===== src/rtl/deserializer.sv =====
// Lane deserializer: reassembles S D-bit words into one frame after locking
// onto a training pattern found in the incoming word stream.
module deserializer #(
    parameter int unsigned    D             = 8,
    parameter int unsigned    S             = 8,
    parameter logic [D*S-1:0] TRAIN_PATTERN = 64'hFEDC_BA98_7654_3210
) (
    input  logic             high_speed_clock,
    input  logic             reset,
    input  logic             align_req,
    input  logic [D-1:0]     data_in,
    output logic [D*S-1:0]   data_out,
    output logic             data_valid,
    output logic             aligned,
    output logic             pattern_seen
);

    localparam int unsigned W  = D * S;
    localparam int unsigned FW = $clog2(S + 1);
    localparam int unsigned SW = (S > 2) ? $clog2(S) : 1;

    typedef enum logic {
        SEARCH = 1'b0,
        LOCKED = 1'b1
    } state_t;

    state_t          state_q, state_d;
    logic [W-1:0]    win_q, win_d;
    logic [FW-1:0]   fill_q, fill_d;
    logic [SW-1:0]   slot_q, slot_d;
    logic [W-1:0]    data_out_q, data_out_d;
    logic            data_valid_q, data_valid_d;
    logic            aligned_q, aligned_d;
    logic            pattern_seen_q, pattern_seen_d;

    // Next-state and output logic. Matching and frame capture both look at the
    // window including the word sampled on this edge, so the word after a
    // match edge is slot 0 and a strobe edge carries the complete frame.
    always_comb begin
        win_d          = {data_in, win_q[W-1:D]};
        state_d        = state_q;
        fill_d         = fill_q;
        slot_d         = slot_q;
        data_out_d     = data_out_q;
        data_valid_d   = 1'b0;
        pattern_seen_d = 1'b0;
        aligned_d      = aligned_q;

        if (align_req) begin
            state_d   = SEARCH;
            fill_d    = FW'(0);
            slot_d    = SW'(0);
            aligned_d = 1'b0;
        end else begin
            case (state_q)
                SEARCH: begin
                    aligned_d = 1'b0;
                    if (fill_q != FW'(S)) begin
                        fill_d = fill_q + FW'(1);
                    end
                    // Gate on a full window so a cleared window never matches.
                    if ((fill_d == FW'(S)) && (win_d == TRAIN_PATTERN)) begin
                        state_d   = LOCKED;
                        slot_d    = SW'(0);
                        aligned_d = 1'b1;
                    end
                end
                LOCKED: begin
                    aligned_d = 1'b1;
                    if (slot_q == SW'(S - 1)) begin
                        slot_d         = SW'(0);
                        data_out_d     = win_d;
                        data_valid_d   = 1'b1;
                        pattern_seen_d = (win_d == TRAIN_PATTERN);
                    end else begin
                        slot_d = slot_q + SW'(1);
                    end
                end
                default: begin
                    state_d = SEARCH;
                end
            endcase
        end
    end

    // State and output registers; synchronous reset overrides everything.
    always_ff @(posedge high_speed_clock) begin
        if (reset) begin
            state_q        <= SEARCH;
            win_q          <= '0;
            fill_q         <= '0;
            slot_q         <= '0;
            data_out_q     <= '0;
            data_valid_q   <= 1'b0;
            aligned_q      <= 1'b0;
            pattern_seen_q <= 1'b0;
        end else begin
            state_q        <= state_d;
            win_q          <= win_d;
            fill_q         <= fill_d;
            slot_q         <= slot_d;
            data_out_q     <= data_out_d;
            data_valid_q   <= data_valid_d;
            aligned_q      <= aligned_d;
            pattern_seen_q <= pattern_seen_d;
        end
    end

    assign data_out     = data_out_q;
    assign data_valid   = data_valid_q;
    assign aligned      = aligned_q;
    assign pattern_seen = pattern_seen_q;

endmodule

===== config.mk =====
export PLATFORM = sky130hd
export DESIGN_NAME = deserializer
export DESIGN_NICKNAME = d
export VERILOG_FILES = /design/src/rtl/deserializer.sv
export SDC_FILE = /design/constraint.sdc
export NUM_CORES = 1
export LEC_CHECK = 0
export CORE_MARGIN = 1
export CORE_UTILIZATION = 45
export DETAILED_ROUTE_END_ITERATION = 16
export GPL_TIMING_DRIVEN = 0
export PLACE_DENSITY = 0.83
export SLEW_MARGIN = 20
export SYNTH_ARGS = -nofsm -noshare
export SYNTH_HDL_FRONTEND = slang
export SYNTH_SLANG_ARGS = --single-unit

===== constraint.sdc =====
create_clock -name high_speed_clock -period 2.25 [get_ports high_speed_clock]
set_clock_uncertainty 0.05 [all_clocks]
set_input_delay 0.675 -clock high_speed_clock [delete_from_list [all_inputs] [get_ports high_speed_clock]]
set_output_delay 0.675 -clock high_speed_clock [all_outputs]
set_load 0.02 [all_outputs]

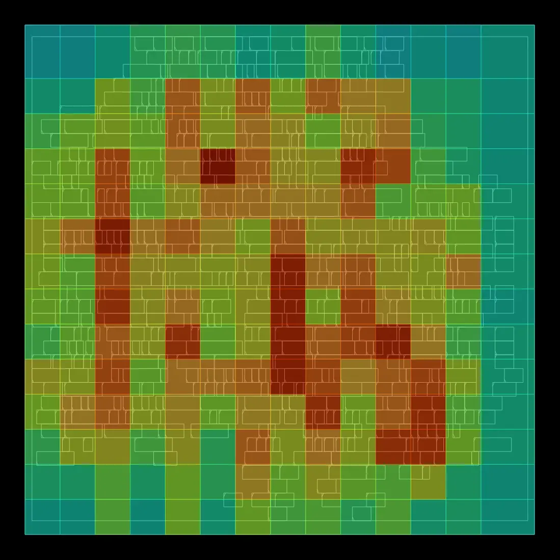
Fig. 1. Track usage over the die (run 1).
GRT met1 Usage: 0.234
met2 usage: 0.377
final core utilization: 0.633
Global Route Usage Sum: 0.210
gr busiest metal: met2

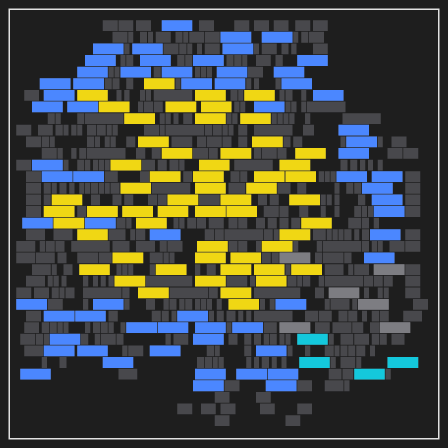
Fig. 2. Register map, names as in the netlist (run 1).
`fill_q`: shown in cyan, sequential cells 4, where bottom right. `data_out`: shown in blue, sequential cells 64, where widely spread. `win_q`: shown in yellow, sequential cells 56.
Another 6 sequential cells are not colored.
P_seq: 0.00235 W
Flop area: 2600 sq um
Seq area share: 0.443

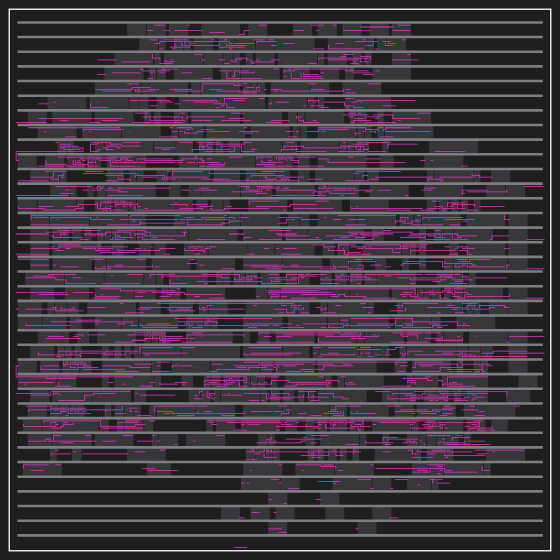
Fig. 3. Met1 routing (run 1).
Supply wires on this layer in gray.
The wires run mostly horizontal. The layer carries 4250 um of wire. 529 nets have wire on it. The longest straight run is 42.3 um. The layer holds 41% of the routed length.
vias after detailed routing: 3583
routed wire length: 10300 um

==> results.sh, run 1 <==
# source this file to load flow results
export IMPL_wl_per_cell_um=14.5
export IMPL_tap_cells=129
export IMPL_port_buffers=77
export IMPL_simple_gate_area_frac=0.262
export IMPL_final_setup_viol_count=0
export IMPL_largest_register_ffs=64
export IMPL_dp_cells=682
export IMPL_ys_seq_share=0.599
export IMPL_antenna_found_initial=1
export IMPL_top_cells_by_count="nand2_1, dfxtp_1, a21oi_1"
export IMPL_layout_top_cells="nand2_1, dfxtp_1, a21oi_1"
export IMPL_synth_async_reset_ratio=0
export IMPL_top_cell="nand2_1"
export IMPL_path_clk_slew_ns=0.06
export IMPL_path_max_fanout=2
export IMPL_tightest_slew_ns=0.865
export IMPL_drc=0
export IMPL_ant_nets=0
export IMPL_die_h_um=100
export IMPL_status="complete, no violations"
export IMPL_nMultiInputCombCells=315
-- run 1: final timing paths --
check          startpoint            to  cells past startpoint
min reg2reg  data_out[42]  data_out[42]                      2
max reg2reg     fill_q[0]       state_q                      7
min            data_in[5]     win_q[61]                      2
max          data_out[56]  data_out[56]                      1
-- run 1: layer usage --
layer	global-route usage	wire [um]	up-vias
met1	0.234	4250	1718
met5	0	0	-
met3	0.0627	605	11
li1	-	-	1745
met4	0.0747	93	0
met2	0.377	5350	109
-- run 1: per-stage QoR --
step / setup slack [ns] / power [W]
detailed placement: -0.652 / 0.00249
global route: 0.00700 / 0.00516
CTS: 0.00240 / 0.00504
global placement: -0.607 / 0.00249
finish: 0.0401 / 0.00502
floorplan: 0.00552 / 0.00245
==> run 1 -> run 2 <==
--- a/config.mk
+++ b/config.mk
@@ -6,10 +6,10 @@
 export NUM_CORES = 1
 export LEC_CHECK = 0
 export CORE_MARGIN = 1
-export CORE_UTILIZATION = 45
+export CORE_UTILIZATION = 46
 export DETAILED_ROUTE_END_ITERATION = 16
 export GPL_TIMING_DRIVEN = 0
-export PLACE_DENSITY = 0.83
+export PLACE_DENSITY = 0.84
 export SLEW_MARGIN = 20
 export SYNTH_ARGS = -nofsm -noshare
 export SYNTH_HDL_FRONTEND = slang
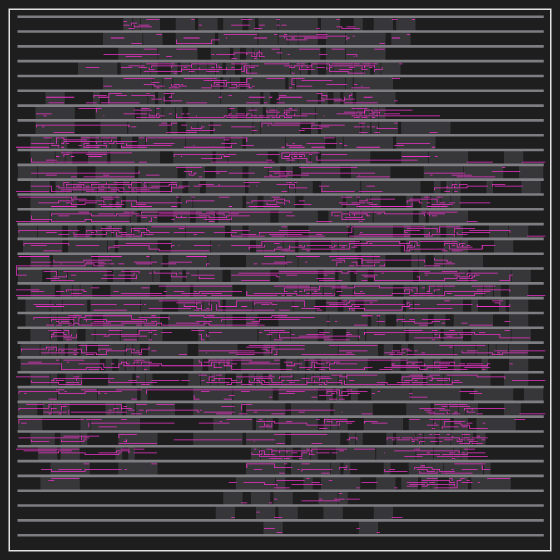
Fig. 4. Met1 routing (run 2).
Supply wires on this layer in gray.
542 nets have wire on it. The longest straight run is 35.4 um. The layer carries 4340 um of wire. The wires run mostly horizontal. The layer holds 43% of the routed length.
GRT met1 Usage: 0.244
vias after detailed routing: 3566

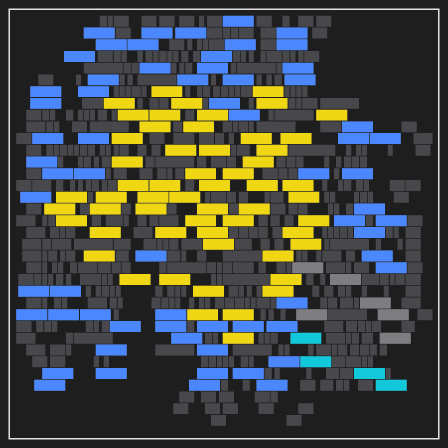
Fig. 5. Register map, names as in the netlist (run 2).
`fill_q`: shown in cyan, sequential cells 4, where bottom right. `data_out`: shown in blue, sequential cells 64, where widely spread. `win_q`: shown in yellow, sequential cells 56.
Another 6 sequential cells are not colored.
Seq area share: 0.442
final core utilization: 0.641

==> run 2 against run 1 <==
Clock power rose by 4%; non-clock buffer count stayed put; worst hold slack worse by 0.0042 ns; total power grew 2.0%; register-to-register slack improved by 0.07 ns; flip-flop count unchanged; critical path depth grew 5; critical path type is now primary input to register; critical endpoint is now slot_q[1]; largest power group unchanged.
==> results.sh, run 2 <==
# source this file to load flow results
export IMPL_path_clk_slew_ns=0.06
export IMPL_startpoint="data_in[5]"
export IMPL_synthAoiAreaFrac=0.0911
export IMPL_min_to="win_q[60]"
export IMPL_final_setup_viol_count=0
export IMPL_antenna_found_initial=1
export IMPL_wl_per_cell_um=14.6
export IMPL_ant_nets=0
export IMPL_path_max_fanout=5
export IMPL_power_w=0.00512
export IMPL_p_sw_frac=0.202
export IMPL_r2r_start="win_q[18]"
export IMPL_drc=0
export IMPL_firstDrtPassIters=4
export IMPL_area_delta_synth_final_pct=35.8
export IMPL_seq_power_w=0.00235
export IMPL_fin_crit_sh=0.982
export IMPL_crit_end="slot_q[1]"
export IMPL_maxSlewHeadroom=0.578
export IMPL_status="complete, no violations"
export IMPL_tightest_slew_ns=0.633
export IMPL_fp_util=0.472
export IMPL_post_place_ws_ns=-0.662
export IMPL_holdPathStages=2
export IMPL_crit_cells=6
export IMPL_dp_cells=664
export IMPL_grt_usage=0.216
export IMPL_ys_seq_share=0.599
export IMPL_r2r_cells=5
export IMPL_layout_top_cells="nand2_1, dfxtp_1, a21oi_1"
export IMPL_cts_sinks=130
export IMPL_setup_slack_ns=0.0413
export IMPL_r2r_end="slot_q[1]"
export IMPL_power_share_clock=0.523
export IMPL_top_cell="nand2_1"
export IMPL_path_cells="clkdlybuf4s50_1, nand4_1, or4_4, or4_4, o21ai_2, a21oi_1"
export IMPL_wl_um=10200
export IMPL_port_buffers=77
export IMPL_simple_gate_area_frac=0.262
export IMPL_ys_ff=130
export IMPL_largest_register_ffs=64
export IMPL_top_cells_by_count="nand2_1, dfxtp_1, a21oi_1"
export IMPL_drive_gt1_frac=0.0651
export IMPL_synth_async_reset_ratio=0
[run 2: cell counts after synthesis]
No cell type changed its count.
[run 2: final cells by class]
cell class / count / area, sq um / share of cell area
flip-flops and latches: 130 / 2600 / 0.442
multi-input cells: 315 / 1640 / 0.278
repair buffers: 77 / 806 / 0.137
clock buffers: 24 / 490 / 0.0832
well taps: 111 / 139 / 0.0236
plain buffers: 28 / 105 / 0.0178
clock inverters: 8 / 100 / 0.0170
inverters: 2 / 7.51 / 0.00127
diodes: 1 / 2.50 / 0.000425
[run 2: metal layers]
layer	share of wire	GRT usage	vias to the layer above
met5	0	0	-
met4	0.019	0.0814	0
met3	0.046	0.0766	19
met2	0.51	0.377	92
met1	0.43	0.244	1685
li1	-	-	1770
No activity file was given, so power comes from the tool's default toggle rates.
